`src/rtl/mc_control_fsm.sv`:
```
// mc_control_fsm: multicycle RV32I control unit with a memory request/ready
// handshake, bus-timeout watchdog, illegal-opcode trap and fetch stall.
// The shared datapath select typedefs live in mc_control_pkg below.

package mc_control_pkg;
    typedef enum logic       {ADDR_PC, ADDR_RESULT} mem_addr_sel_t;
    typedef enum logic       {FETCH_INST, MEM_FUNCT_DEFINED} mem_funct3_sel_t;
    typedef enum logic [1:0] {RS1V, PC, PC_OLD} alu_src1_sel_t;
    typedef enum logic [1:0] {RS2V, IMM, PC_INC} alu_src2_sel_t;
    typedef enum logic [1:0] {ZERO, ALU_RESULT, ALU_CLOCKED, MEM_RD} result_sel_t;
    typedef enum logic [2:0] {ADD_OP, SLT_OP, SLTU_OP, SRC2_OP, FUNCT_DEFINED} alu_op_t;

    localparam logic [6:0] OP_LOAD   = 7'b0000011;
    localparam logic [6:0] OP_STORE  = 7'b0100011;
    localparam logic [6:0] OP_R      = 7'b0110011;
    localparam logic [6:0] OP_I      = 7'b0010011;
    localparam logic [6:0] OP_LUI    = 7'b0110111;
    localparam logic [6:0] OP_AUIPC  = 7'b0010111;
    localparam logic [6:0] OP_BRANCH = 7'b1100011;
    localparam logic [6:0] OP_JAL    = 7'b1101111;
    localparam logic [6:0] OP_JALR   = 7'b1100111;
endpackage

module mc_control_fsm
    import mc_control_pkg::*;
#(
    parameter int unsigned BUS_HANDSHAKE = 1,
    parameter int unsigned MEM_LATENCY   = 1,
    parameter int unsigned TIMEOUT       = 15,
    parameter int unsigned ILLEGAL_TRAP  = 1
) (
    input  logic            clk,
    input  logic            reset,
    input  logic [6:0]      opcode,
    input  logic [2:0]      funct3,
    input  logic            mem_ready,
    input  logic            stall,
    output logic            mem_req,
    output logic            mem_wren,
    output logic            inst_en,
    output logic            pc_update,
    output logic            reg_wren,
    output logic            branch,
    output mem_addr_sel_t   mem_addr_sel,
    output mem_funct3_sel_t mem_funct3_sel,
    output alu_src1_sel_t   alu_src1_sel,
    output alu_src2_sel_t   alu_src2_sel,
    output result_sel_t     result_sel,
    output alu_op_t         alu_op,
    output logic            trap,
    output logic [1:0]      trap_cause,
    output logic [3:0]      state_dbg
);

    typedef enum logic [3:0] {
        S_IDLE, S_FETCH, S_FETCH_DONE, S_DECODE, S_MEM_ADDR, S_EXEC_R, S_EXEC_I,
        S_EXEC_LUI, S_MEM_READ, S_MEM_WRITE, S_MEM_WB, S_ALU_WB, S_BRANCH,
        S_JUMP, S_SETTLE, S_TRAP
    } state_t;

    localparam logic [1:0] CAUSE_NONE    = 2'd0;
    localparam logic [1:0] CAUSE_ILLEGAL = 2'd1;
    localparam logic [1:0] CAUSE_BUS     = 2'd2;

    // Counter value on the cycle that completes a fixed-latency wait.
    localparam logic [7:0] LAT_LAST    = 8'(MEM_LATENCY - 1);
    localparam logic [8:0] TIMEOUT_LIM = 9'(TIMEOUT);

    state_t     state, state_next;
    logic [1:0] cause_q, cause_next;
    logic [7:0] wait_cnt;
    logic [8:0] cnt_plus;
    logic       wait_done, wait_timeout, enter_wait;
    logic       unused_funct3;

    // Only funct3[1] matters to this unit (signed vs unsigned compare).
    assign unused_funct3 = ^{funct3[2], funct3[0]};

    // cnt_plus counts the current request cycle as well, so the N-th
    // consecutive request cycle sees cnt_plus == N.
    assign cnt_plus  = {1'b0, wait_cnt} + 9'd1;
    assign wait_done = mem_req && ((BUS_HANDSHAKE != 0) ? mem_ready : (wait_cnt == LAT_LAST));
    // Completion in the same cycle beats the watchdog.
    assign wait_timeout = (BUS_HANDSHAKE != 0) && (TIMEOUT != 0) && mem_req && !wait_done &&
                          (cnt_plus >= TIMEOUT_LIM);
    assign enter_wait = (state_next != state) &&
                        ((state_next == S_FETCH) || (state_next == S_MEM_READ) ||
                         (state_next == S_MEM_WRITE));

    // State and trap-cause registers.
    always_ff @(posedge clk or negedge reset) begin
        if (!reset) begin
            state   <= S_IDLE;
            cause_q <= CAUSE_NONE;
        end else begin
            state   <= state_next;
            cause_q <= cause_next;
        end
    end

    // Wait-state counter: cleared on entry, counts request cycles, saturates.
    always_ff @(posedge clk or negedge reset) begin
        if (!reset) begin
            wait_cnt <= '0;
        end else if (enter_wait) begin
            wait_cnt <= '0;
        end else if (mem_req && (wait_cnt != 8'hFF)) begin
            wait_cnt <= wait_cnt + 8'd1;
        end
    end

    // Next-state and trap-cause selection.
    always_comb begin
        state_next = state;
        cause_next = cause_q;
        case (state)
            S_IDLE:       state_next = S_FETCH;
            S_FETCH: begin
                if (wait_done) begin
                    state_next = S_FETCH_DONE;
                end else if (wait_timeout) begin
                    state_next = S_TRAP;
                    cause_next = CAUSE_BUS;
                end
            end
            S_FETCH_DONE: state_next = S_DECODE;
            S_DECODE: begin
                case (opcode)
                    OP_R:               state_next = S_EXEC_R;
                    OP_I:               state_next = S_EXEC_I;
                    OP_LUI:             state_next = S_EXEC_LUI;
                    OP_AUIPC:           state_next = S_ALU_WB;
                    OP_LOAD, OP_STORE:  state_next = S_MEM_ADDR;
                    OP_BRANCH:          state_next = S_BRANCH;
                    OP_JAL, OP_JALR:    state_next = S_JUMP;
                    default: begin
                        if (ILLEGAL_TRAP != 0) begin
                            state_next = S_TRAP;
                            cause_next = CAUSE_ILLEGAL;
                        end else begin
                            state_next = S_SETTLE;
                        end
                    end
                endcase
            end
            S_MEM_ADDR: begin
                if (opcode == OP_STORE) state_next = S_MEM_WRITE;
                else                    state_next = S_MEM_READ;
            end
            S_EXEC_R, S_EXEC_I, S_EXEC_LUI, S_JUMP: state_next = S_ALU_WB;
            S_MEM_READ: begin
                if (wait_done) begin
                    state_next = S_MEM_WB;
                end else if (wait_timeout) begin
                    state_next = S_TRAP;
                    cause_next = CAUSE_BUS;
                end
            end
            S_MEM_WRITE: begin
                if (wait_done) begin
                    state_next = S_SETTLE;
                end else if (wait_timeout) begin
                    state_next = S_TRAP;
                    cause_next = CAUSE_BUS;
                end
            end
            S_BRANCH:                     state_next = S_SETTLE;
            S_MEM_WB, S_ALU_WB, S_SETTLE: state_next = S_FETCH;
            S_TRAP:                       state_next = S_TRAP;
        endcase
    end

    // Moore decode of the registered state into datapath controls.
    always_comb begin
        mem_req        = 1'b0;
        mem_wren       = 1'b0;
        inst_en        = 1'b0;
        pc_update      = 1'b0;
        reg_wren       = 1'b0;
        branch         = 1'b0;
        mem_addr_sel   = ADDR_PC;
        mem_funct3_sel = FETCH_INST;
        alu_src1_sel   = RS1V;
        alu_src2_sel   = RS2V;
        result_sel     = ZERO;
        alu_op         = ADD_OP;
        trap           = 1'b0;
        trap_cause     = cause_q;
        state_dbg      = state;
        case (state)
            S_FETCH: mem_req = !stall;
            S_FETCH_DONE: begin
                inst_en      = 1'b1;
                pc_update    = 1'b1;
                alu_src1_sel = PC;
                alu_src2_sel = PC_INC;
                result_sel   = ALU_RESULT;
            end
            S_DECODE: begin
                if (opcode == OP_JALR) alu_src1_sel = RS1V;
                else                   alu_src1_sel = PC_OLD;
                alu_src2_sel = IMM;
            end
            S_MEM_ADDR: alu_src2_sel = IMM;
            S_EXEC_R:   alu_op = FUNCT_DEFINED;
            S_EXEC_I: begin
                alu_src2_sel = IMM;
                alu_op       = FUNCT_DEFINED;
            end
            S_EXEC_LUI: begin
                alu_src2_sel = IMM;
                alu_op       = SRC2_OP;
            end
            S_MEM_READ, S_MEM_WRITE: begin
                mem_req        = 1'b1;
                mem_wren       = (state == S_MEM_WRITE);
                mem_addr_sel   = ADDR_RESULT;
                mem_funct3_sel = MEM_FUNCT_DEFINED;
                result_sel     = ALU_CLOCKED;
            end
            S_BRANCH: begin
                if (funct3[1]) alu_op = SLTU_OP;
                else           alu_op = SLT_OP;
                branch     = 1'b1;
                result_sel = ALU_CLOCKED;
            end
            S_MEM_WB: begin
                result_sel = MEM_RD;
                reg_wren   = 1'b1;
            end
            S_ALU_WB: begin
                result_sel = ALU_CLOCKED;
                reg_wren   = 1'b1;
            end
            S_JUMP: begin
                alu_src1_sel = PC_OLD;
                alu_src2_sel = PC_INC;
                result_sel   = ALU_CLOCKED;
                pc_update    = 1'b1;
            end
            S_TRAP:  trap = 1'b1;
            default: ;
        endcase
    end

endmodule

```
`config.mk`:
```
export PLATFORM = sky130hd
export DESIGN_NAME = mc_control_fsm
export DESIGN_NICKNAME = d
export VERILOG_FILES = /design/src/rtl/mc_control_fsm.sv
export SDC_FILE = /design/constraint.sdc
export NUM_CORES = 1
export LEC_CHECK = 0
export CAP_MARGIN = 20
export CORE_MARGIN = 8
export CORE_UTILIZATION = 52
export DETAILED_ROUTE_END_ITERATION = 10
export HOLD_SLACK_MARGIN = 0.1
export PLACE_DENSITY = 0.95
export SYNTH_ARGS = -nofsm -noshare
export SYNTH_HDL_FRONTEND = slang
export SYNTH_SLANG_ARGS = --single-unit
```
`constraint.sdc`:
```
create_clock -name clk -period 6.8 [get_ports clk]
set_input_delay 0.68 -clock clk [delete_from_list [all_inputs] [get_ports clk]]
set_output_delay 0.68 -clock clk [all_outputs]
set_load 0.1 [all_outputs]
```
run_1/gates.png
Scale bar: 20 microns.
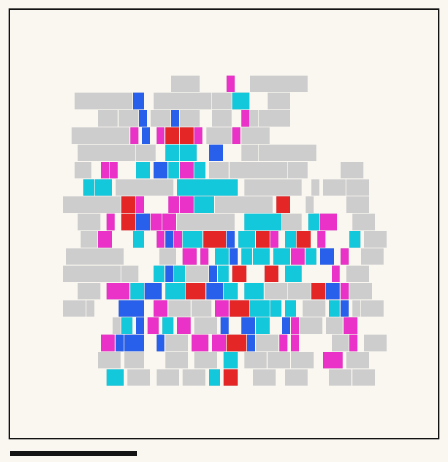
| colour | family | cells |
|---|---|---|
| blue | nand cells | 26 |
| red | and/or cells | 15 |
| cyan | aoi and oai cells | 40 |
| magenta | nor cells | 41 |
combinational fraction of the cell area: 0.538
Top cell excl fill/tap: clkdlybuf4s50_1
Final Non-Filler Cells: 233

run_1/placed.png
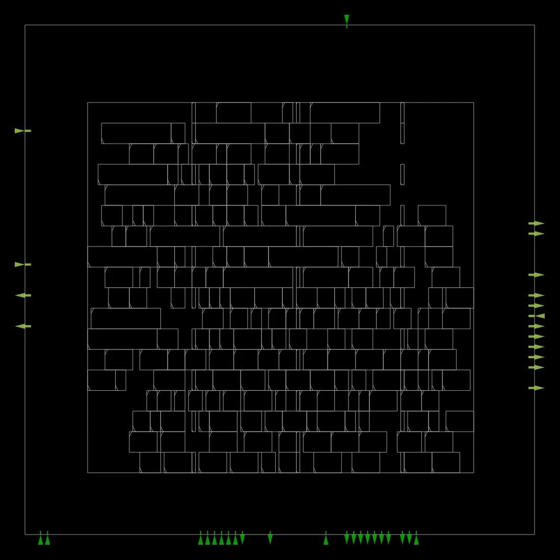
Rows: 18
number of fill cells in the layout: 205
tapcell count: 30

run_1/route_heat.png
13 x 13 tiles, from black (low) to pale yellow (high), scaled to the fullest tile. Values are wire area over tile area, all layers added.
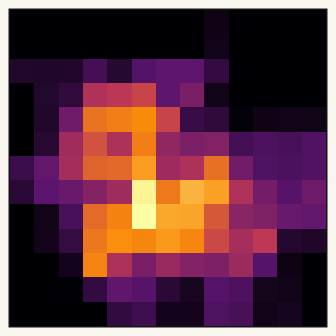
mean over tiles: 0.14
tiles over half the peak: 17%
emptiest ninth of the die: north-east
densest ninth of the die: centre
total track usage: 0.176
final wirelength: 3.84 mm
routed len/inst: 16.5 microns

==> qor.yml, run 1 <==
fp_util: 0.549
clkLatencyLatePin_ns: 0.29
slew_headroom: 0.344
gp_congestion: 0.936
layout.area.seq_sq_um: 350
core-area_sq_mm: 0.00250
antenna_found_initial: 0
reg2reg_from: "state_dbg[3]"
slew_violations: 0
fp_nets: 195
cp_max_fo: 23
drt-vias-per-instance: 6.42
end_kind: "primary output"
cp.arrival_ns: 3.00
cap_violations: 0
dieArea_sq_mm: 0.00454
status: "finished, final reports clean"
comb_area_sq_um: 927
clkSlewWorstSetupHoldPaths_ns: 0.08
numPortBuffers: 35
cts_resized: 0
clock_skew_ns: 0.00314
ant_nets: 0
firstDrtPassIters: 4
syn_to_final_growth_pct: 25.6
ys_ff: 14
syn_area_sq_mm: 0.00137
synth_seq_share: 0.255
async_reset_ff_frac: 1.00
cts_tree: "built"
r2r_cells: 6
avgSynthCellArea_sq_um: 7.67
syn_inst: 179
nNetsFinal: 220
warning_count: 29
clockBufferDepth: 2
hold_slack_ns: 0.505
ys_area_sq_mm: 0.00137
dr_total_vias: 1495
die_h_microns: 67.4
clock-sinks: 14
ff_type: "dfrtp_1"
fp.dieW_microns: 67.4
ys_types: 56
endpoint: "alu_src1_sel[1]"
root_buffer: "clkbuf_4"
start_kind: "flop"
ctsHoldBuffers: 0
path_class: "flop to primary output"
hold_class: "flop to flop"
htree_levels: 1
yosys_warnings: 0
io_pins: 38
fin_crit_sh: 0.540
synth-edff-count: 0
crit_required_ns: 6.12
grt_max_degree: 31
hold_violations: 0
max_freq_ghz: 0.272
min_period_ns: 3.68
drc_errors: 0
whs_path_depth: 1
setup-violations-final: 0
r2r_slack_ns: 4.11
r2r_end: "wait_cnt[2]"
rsz0062_at_grt: "false"
post-route-util: 0.690
grt_pass1_wl_mm: 6.42
post_cts_buffers: 0
setup_tns_ns: 0
ys_cells: 179
drtIter0Drc: 108
startpoint: "state_dbg[1]"
cts_buffers: 3
grt_pass1_vias: 1402
worst-slew-pin-transition_ns: 0.981
gr-total-overflow: 0
drive_gt1_frac: 0.0493
dp_hpwl_mm: 2.94
num_antenna_cells: 0
==> run 1: worst min-delay path by stage <==
stage | endpoint | slack [ns] | start
2_1_floorplan | state_dbg[0] | 0.38 | reset
3_3_place_gp | trap_cause[1] | 0.48 | trap_cause[1]
3_5_place_dp | trap_cause[1] | 0.49 | trap_cause[1]
4_1_cts | trap_cause[1] | 0.51 | trap_cause[1]
5_1_grt | trap_cause[1] | 0.52 | trap_cause[1]
6_report | trap_cause[1] | 0.50 | trap_cause[1]
==> run 1: registers in the layout, indices dropped and copies added, names as in the netlist <==
register and cells:
state_dbg 4, wait_cnt 8, trap_cause 2
==> run 1: critical path, cell delays in order (launching register included) <==
cell,delay (ns)
dfrtp_1,0.75
or3b_2,0.56
o22ai_1,0.13
and2_1,0.13
clkdlybuf4s50_1,1.13
==> run 1: cell usage in the layout (no fill, tap or decap), types with 3 or more instances in the layout <==
master / n
clkbuf_4: 3
inv_1: 6
dfrtp_1: 14
nand2b_1: 3
nand2_1: 15
nor2_1: 22
and3_1: 6
xor2_1: 6
nor4_1: 5
clkdlybuf4s50_1: 35
o21ai_0: 9
a31oi_1: 4
o22ai_1: 3
o21a_1: 3
nor2b_1: 7
nor3_1: 3
a21oi_1: 8
nand4_1: 3
==> run 1: routing by layer <==
metal,global-route usage,share of wire
met1,0.204,0.41
met2,0.312,0.49
met3,0.0430,0.087
met4,0.0522,0.013
met5,0,0
==> run 1: cell type report <==
class                      instances  share of cell area
tap                               30              0.0218
sequential                        14               0.203
multi-input combinational        144               0.538
clock buffer                       4              0.0210
inverter                           6              0.0131
timing repair buffer              35               0.203
==> run 1: cell families after synthesis <==
logic type / count (synthesis) / synth area share
xor+xnor: 8 / 0.0511
buf+inv: 21 / 0.0693
simple gates: 82 / 0.325
fa+ha+maj: 2 / 0.0182
flops: 14 / 0.255
compound gates: 52 / 0.282
==> run 1: Yosys cell counts, drive strengths merged (2+ instances only) <==
master  number  area, sq um
a211oi       2         15.0
a21boi       2         15.0
a21oi        8         40.0
a311oi       2         35.0
a31oi        4         25.0
a41oi        2         17.5
and3         6         37.5
buf         10         53.8
clkbuf       5         18.8
dfrtp       14          350
ha           2         25.0
inv          6         22.5
nand2       15         56.3
nand2b       3         18.8
nand3b       2         15.0
nand4        3         18.8
nor2        22         82.6
nor2b        7         43.8
nor3         3         15.0
nor3b        2         15.0
nor4         5         31.3
o21a         3         22.5
o21ai       10         50.0
o21bai       2         15.0
o22ai        3         18.8
o31ai        2         15.0
or2          2         12.5
or3          2         12.5
or3b         3         26.3
xnor2        2         17.5
xor2         6         52.6
==> run 1: per-stage QoR <==
step | instance area (sq um) | setup slack (ns) | instances
6_report | 1720 | 3.12 | 233
4_1_cts | 1720 | 3.13 | 233
5_1_grt | 1720 | 2.98 | 233
3_5_place_dp | 1690 | 3.23 | 229
2_1_floorplan | 1370 | 2.42 | 179
3_3_place_gp | 1690 | 3.29 | 229
==> run 2, diff against run 1 <==
- CORE_UTILIZATION: 52 -> 43
- PLACE_DENSITY: 0.95 -> 0.85
- clock period: 6.8 -> 3.2 ns (I/O delays scaled with it)
run_2/placed.png
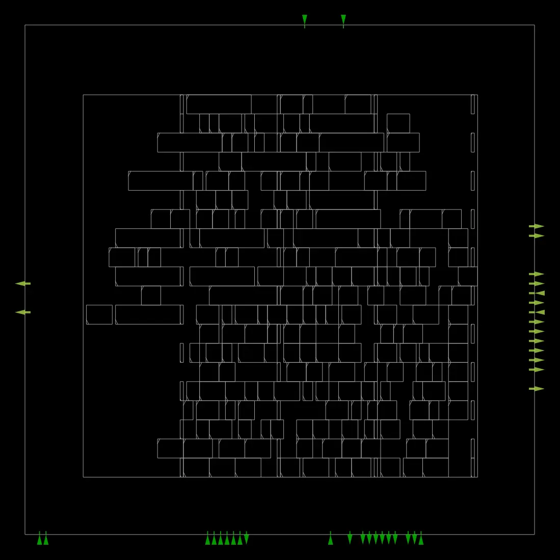
tapcell count: 44
number of fill cells in the layout: 294
Rows: 20

==> run 2 against run 1 <==
  * Register-to-register slack worse by 3.5 ns
  * Hold slack worse by 0.074 ns
  * Die size up 16%
  * Cell count increased by 7.3%
  * Sequential share of layout area rose by 0.089 points
  * Core utilization is 13 points lower
==> qor.yml, run 2 <==
gr-total-overflow: 0  # unchanged
syn_inst: 179  # unchanged
rsz0062_at_grt: "false"
warning_count: 30  # +3.4%
cts_resized: 0  # unchanged
ctsHoldBuffers: 0  # unchanged
ys_area_sq_mm: 0.00137  # unchanged
regMostFlops: "wait_cnt"
ff_type: "dfrtp_1"
synth-edff-count: 0  # unchanged
grt_pass1_wl_mm: 5.84  # -8.9%
ys_types: 56  # unchanged
setup-violations-final: 0  # unchanged
async_reset_ff_frac: 1.00  # unchanged
clkLatencyLatePin_ns: 0.27  # -0.02 ns
gp_congestion: 0.872  # -6.8%
core-area_sq_mm: 0.00305  # +22%
ys_cells: 179  # unchanged
slew_violations: 0  # unchanged
die_h_microns: 72.5  # +7.6%
yosys_warnings: 0  # unchanged
cp_max_fo: 20  # -13%
status: "finished, final reports clean"
ant_nets: 0  # unchanged
cp.arrival_ns: 2.67  # -0.33 ns
ys_ff: 14  # unchanged
path_class: "flop to flop"
drive_gt1_frac: 0.189  # +0.140
root_buffer: "clkbuf_4"
io_pins: 38  # unchanged
comb_area_sq_um: 941  # +1.5%
firstDrtPassIters: 4  # unchanged
numPortBuffers: 35  # unchanged
fp.dieW_microns: 72.5  # +7.6%
hold_violations: 0  # unchanged
grt.total_usage: 0.131  # -0.0445
routedWlPerCell_microns: 14.0  # -15%
start_kind: "flop"
worst_slack_ns: 0.657  # -2.47 ns
max_freq_ghz: 0.393
min_period_ns: 2.54
cap_violations: 0  # unchanged
htree_levels: 1  # unchanged
cts_buffers: 3  # unchanged
clkSlewWorstSetupHoldPaths_ns: 0.07  # about the same
top_area_frac: 0.255  # unchanged
top_cells_by_area: "dfrtp_1 26%, nor2_1 6.0%, nand2_1 4.1%"
largest_reg_flops: 8  # unchanged
dp_hpwl_mm: 2.67  # -9.2%
fp_util: 0.450  # -0.0995
antenna_found_initial: 0  # unchanged
grt_pass1_vias: 1326  # -5.4%
syn_to_final_growth_pct: 25.1
clock_skew_ns: 0.00375  # +0.000612 ns
crit_required_ns: 3.33  # -2.79 ns
slew_headroom: 0.351  # +0.00665
place_ws_ns: 0.483  # -2.75 ns
cp_slowest_cell: "dfrtp_1"
layout.area.seq_sq_um: 350  # unchanged
num_antenna_cells: 0  # unchanged
grt_max_degree: 31  # unchanged
end_kind: "flop"
syn_area_sq_mm: 0.00137  # unchanged
drc_errors: 0  # unchanged
yosys.area.top_type: "dfrtp_1"
worst-slew-pin-transition_ns: 0.971  # -0.00995 ns
hold_slack_ns: 0.431  # -0.0737 ns
post_cts_buffers: 0  # unchanged
hold_class: "input port to async pin"
common_cells: "22 x nor2_1, 15 x nand2_1, 14 x dfrtp_1"
fin_crit_sh: 0.795
slowest_delay_ns: 0.58  # -0.55 ns
post-route-util: 0.562  # -0.127
synth_top_cell_by_count: "nor2_1"
drt-vias-per-instance: 5.80  # -9.5%
drt_wl_total_mm: 3.50  # -8.9%
synth_seq_share: 0.255  # unchanged
dieArea_sq_mm: 0.00526  # +16%
setup_tns_ns: 0  # unchanged
drtIter0Drc: 113  # +4.6%
nNetsFinal: 224  # +1.8%
crit_chain: "nand2b_1 -> o21ai_0 -> or4b_1 -> a2bb2oi_1 -> a311oi_4 -> a211oi_1"
place_inst: 247  # +7.9%
avgSynthCellArea_sq_um: 7.67  # unchanged
clock-sinks: 14  # unchanged
cts_tree: "built"
clockBufferDepth: 2  # unchanged
dr_total_vias: 1451  # -2.9%
fp_nets: 195  # unchanged
final_cell_mix: "26 x buf_4, 20 x nor2_1, 15 x nand2_1"
run_2/gates.png
Scale bar: 20 microns.
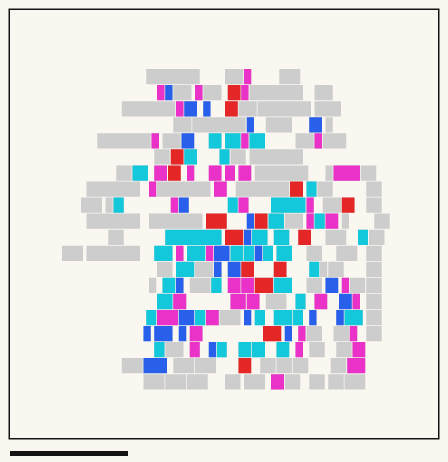
| colour | family | cells |
|---|---|---|
| cyan | aoi and oai cells | 40 |
| blue | nand cells | 26 |
| magenta | nor cells | 41 |
| red | and/or cells | 15 |
combinational fraction of the cell area: 0.548
Top cell excl fill/tap: buf_4
Final Non-Filler Cells: 250

-- run 2: logic make-up (layout without fill, tap and decap cells) --
group,Yosys count,in the layout,share of synthesized area
compound gates,52,52,0.282
xor+xnor,8,8,0.0511
fa+ha+maj,2,2,0.0182
buf+inv,21,48,0.0693
flops,14,14,0.255
simple gates,82,82,0.325
-- run 2: worst max-delay path: cells and delay by family (launching register included) --
| kind | cells | cell delay, ns |
|---|---|---|
| flops | 1 | 0.58 |
| simple gates | 2 | 0.75 |
| compound gates | 4 | 1.06 |
-- run 2: final timing paths --
path                       cells after the start             to  slack (ns)     startpoint
max                                            6    wait_cnt[6]        0.66   state_dbg[2]
min                                            1    wait_cnt[0]        0.43          reset
max reg2reg                                    6    wait_cnt[6]        0.66   state_dbg[2]
min reg2reg                                    1  trap_cause[1]        0.50  trap_cause[1]
max in group asynchronous                      1   state_dbg[3]        2.36          reset
min in group clk                               1  trap_cause[1]        0.50  trap_cause[1]
-- run 2: cell type report --
cell class                      instances  share of cell area
Multi-Input combinational cell        144               0.548
Sequential cell                        14               0.204
Timing Repair Buffer                   39               0.190
Tap cell                               44              0.0321
Clock buffer                            3              0.0131
Inverter                                6              0.0131
-- run 2: metal layers --
layer | wire [microns] | up-vias | global-route usage | part of all wire
met1 | 1650 | 696 | 0.172 | 0.47
met3 | 228 | 0 | 0.0399 | 0.065
li1 | - | 716 | - | -
met4 | 0 | 0 | 0.0200 | 0
met5 | 0 | - | 0 | 0
met2 | 1610 | 39 | 0.210 | 0.46
-- run 2: stage by stage --
stage	instance area (sq um)
floorplan	1390
global placement	1690
detailed placement	1690
CTS	1720
global route	1720
finish	1720
==> run 3, diff against run 2 <==
- clock period: 3.2 -> 2.1 ns (I/O delays scaled with it)
run_3/clock_wires.png
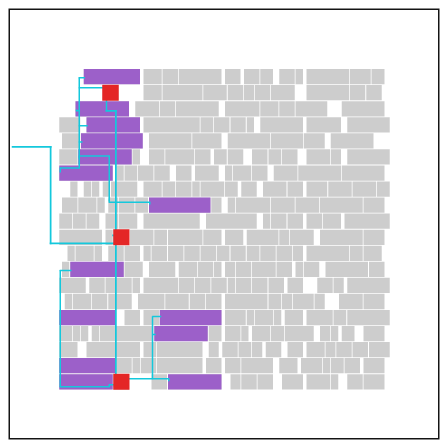
[red] clock-net drivers | count: 3
[cyan] clock wires | length: 191 microns
[purple] flip-flops | count: 14
routed clock nets: 4
clk_skew: 0.00534 ns
Clock Latency Late Sink: 0.29 ns

==> run 3 against run 2 <==
  * The flow now finishes with violations (negative setup slack)
  * Cell count up 25%
  * Core utilization grew 36 points
==> qor.yml, run 3 <==
top_cells_by_area: "dfrtp_1 26%, nor2_1 6.0%, nand2_1 4.1%"
num_antenna_cells: 0  # unchanged
avgSynthCellArea_sq_um: 7.67  # unchanged
path_class: "flop to flop"
regMostFlops: "wait_cnt"
fp_nets: 195  # unchanged
gr-total-overflow: 0  # unchanged
end_kind: "flop"
crit_chain: "or2_2 -> a21oi_1 -> o21ai_1 -> a311oi_1 -> buf_4 -> a311oi_4 -> buf_6 -> a211oi_2"
core-area_sq_mm: 0.00305  # unchanged
clockBufferDepth: 2  # unchanged
worst-slew-pin-transition_ns: 0.642  # -0.329 ns
setup-violations-final: 10  # +10
gp_congestion: 0.948  # +8.8%
rsz0062_at_grt: "true"
placementRows: 20  # unchanged
cts_buffers: 3  # unchanged
ant_nets: 0  # unchanged
max_freq_ghz: 0.411  # +4.6%
place_ws_ns: -0.300  # -0.783 ns
drtIter0Drc: 276  # +140%
warning_count: 32  # +6.7%
drt_wl_total_mm: 7.40  # +110%
syn_inst: 179  # unchanged
drive_gt1_frac: 0.561  # +0.372
fp.dieW_microns: 72.5  # unchanged
setup_tns_ns: -2.31  # -2.31 ns
cp.arrival_ns: 2.63  # -0.04 ns
ys_ff: 14  # unchanged
drt-vias-per-instance: 6.64  # +14%
ys_area_sq_mm: 0.00137  # unchanged
numPortBuffers: 35  # unchanged
syn_area_sq_mm: 0.00137  # unchanged
min_period_ns: 2.43  # -0.112 ns
synth-edff-count: 0  # unchanged
htree_levels: 1  # unchanged
final_common_cell: "buf_4"
syn_to_final_growth_pct: 104
nNetsFinal: 286  # +28%
top_area_frac: 0.255  # unchanged
synth_seq_share: 0.255  # unchanged
ff_type: "dfrtp_1"
yosys.area.top_type: "dfrtp_1"
start_kind: "flop"
antenna_found_initial: 0  # unchanged
firstDrtPassIters: 5  # +1
yosys_warnings: 0  # unchanged
clkSlewWorstSetupHoldPaths_ns: 0.08  # about the same
slew_headroom: 0.570  # +0.220
post-route-util: 0.918  # +0.356
violations: "negative setup slack"
cp_slowest_cell: "dfrtp_4"
synth_top_cell_by_count: "nor2_1"
status: "finished, violations left"
place_inst: 295  # +19%
worst_slack_ns: -0.330  # -0.988 ns
routedWlPerCell_microns: 23.7  # +69%
ys_cells: 179  # unchanged
die_h_microns: 72.5  # unchanged
drc_errors: 0  # unchanged
slew_violations: 0  # unchanged
fillers: 110  # -63%
run_3/gates.png
Scale bar: 20 microns.
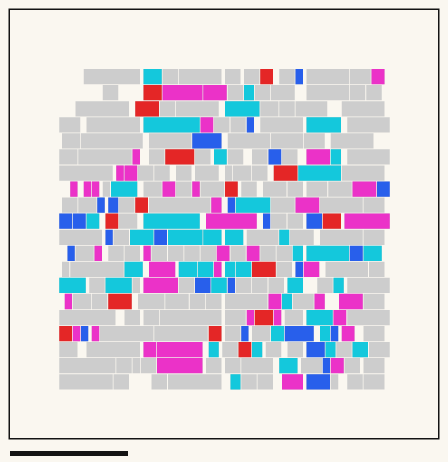
| colour | family | cells |
|---|---|---|
| red | and/or cells | 15 |
| blue | nand cells | 26 |
| magenta | nor cells | 41 |
| cyan | aoi and oai cells | 40 |
combinational fraction of the cell area: 0.450
Final Non-Filler Cells: 313

-- run 3: per-layer routing --
metal | wire length (microns) | global-route usage | up-vias
met3 | 724 | 0.0551 | 70
met1 | 2410 | 0.215 | 969
li1 | - | - | 842
met2 | 3620 | 0.389 | 197
met4 | 644 | 0.171 | 0
met5 | 0 | 0 | -
-- run 3: worst paths after layout --
kind	from	endpoint	slack, ns	depth (start not counted)
worst max-delay path	state_dbg[2]	wait_cnt[1]	-0.33	8
worst min-delay path	reset	wait_cnt[6]	0.31	1
worst max register to register	state_dbg[2]	wait_cnt[1]	-0.33	8
worst min register to register	trap_cause[1]	trap_cause[1]	0.50	1
max in group asynchronous	reset	state_dbg[1]	1.31	1
min in group clk	trap_cause[1]	trap_cause[1]	0.50	1
-- run 3: timing repair --
action | CTS | global route
pin swaps | 10 | 7
endpoints found under the setup margin | 15 | 14
buffers inserted | 6 | 9
gates resized | 43 | 20
-- run 3: area by class of cell --
cell class,count,share of cell area
multi-input combinational,144,0.450
timing repair buffer,101,0.381
sequential,14,0.130
tap,44,0.0196
clock buffer,4,0.00937
inverter,6,0.00937
-- run 3: logic make-up after synthesis --
kind of cell               after synthesis  share of synthesized area
AOI/OAI and AO/OA                       52                      0.282
xor gates and xnor gates                 8                     0.0511
adders and majority gates                2                     0.0182
buffers and inverters                   21                     0.0693
DFF                                     14                      0.255
and+or+nand+nor                         82                      0.325
-- run 3: critical path, delay by kind of cell, from the launching register on --
family / cells / cell delay [ns]
AND/OR/NAND/NOR: 1 / 0.32
AND-OR/OR-AND: 5 / 1.18
flip-flops: 1 / 0.52
buffers and inverters: 2 / 0.32
-- run 3: through the flow --
| step | instance area [sq um] | hold slack [ns] |
|---|---|---|
| floorplan | 1550 | -0.0856 |
| global placement | 2400 | 0.483 |
| detailed placement | 2400 | 0.487 |
| CTS | 2670 | 0.311 |
| global route | 2800 | 0.349 |
| finish | 2800 | 0.310 |
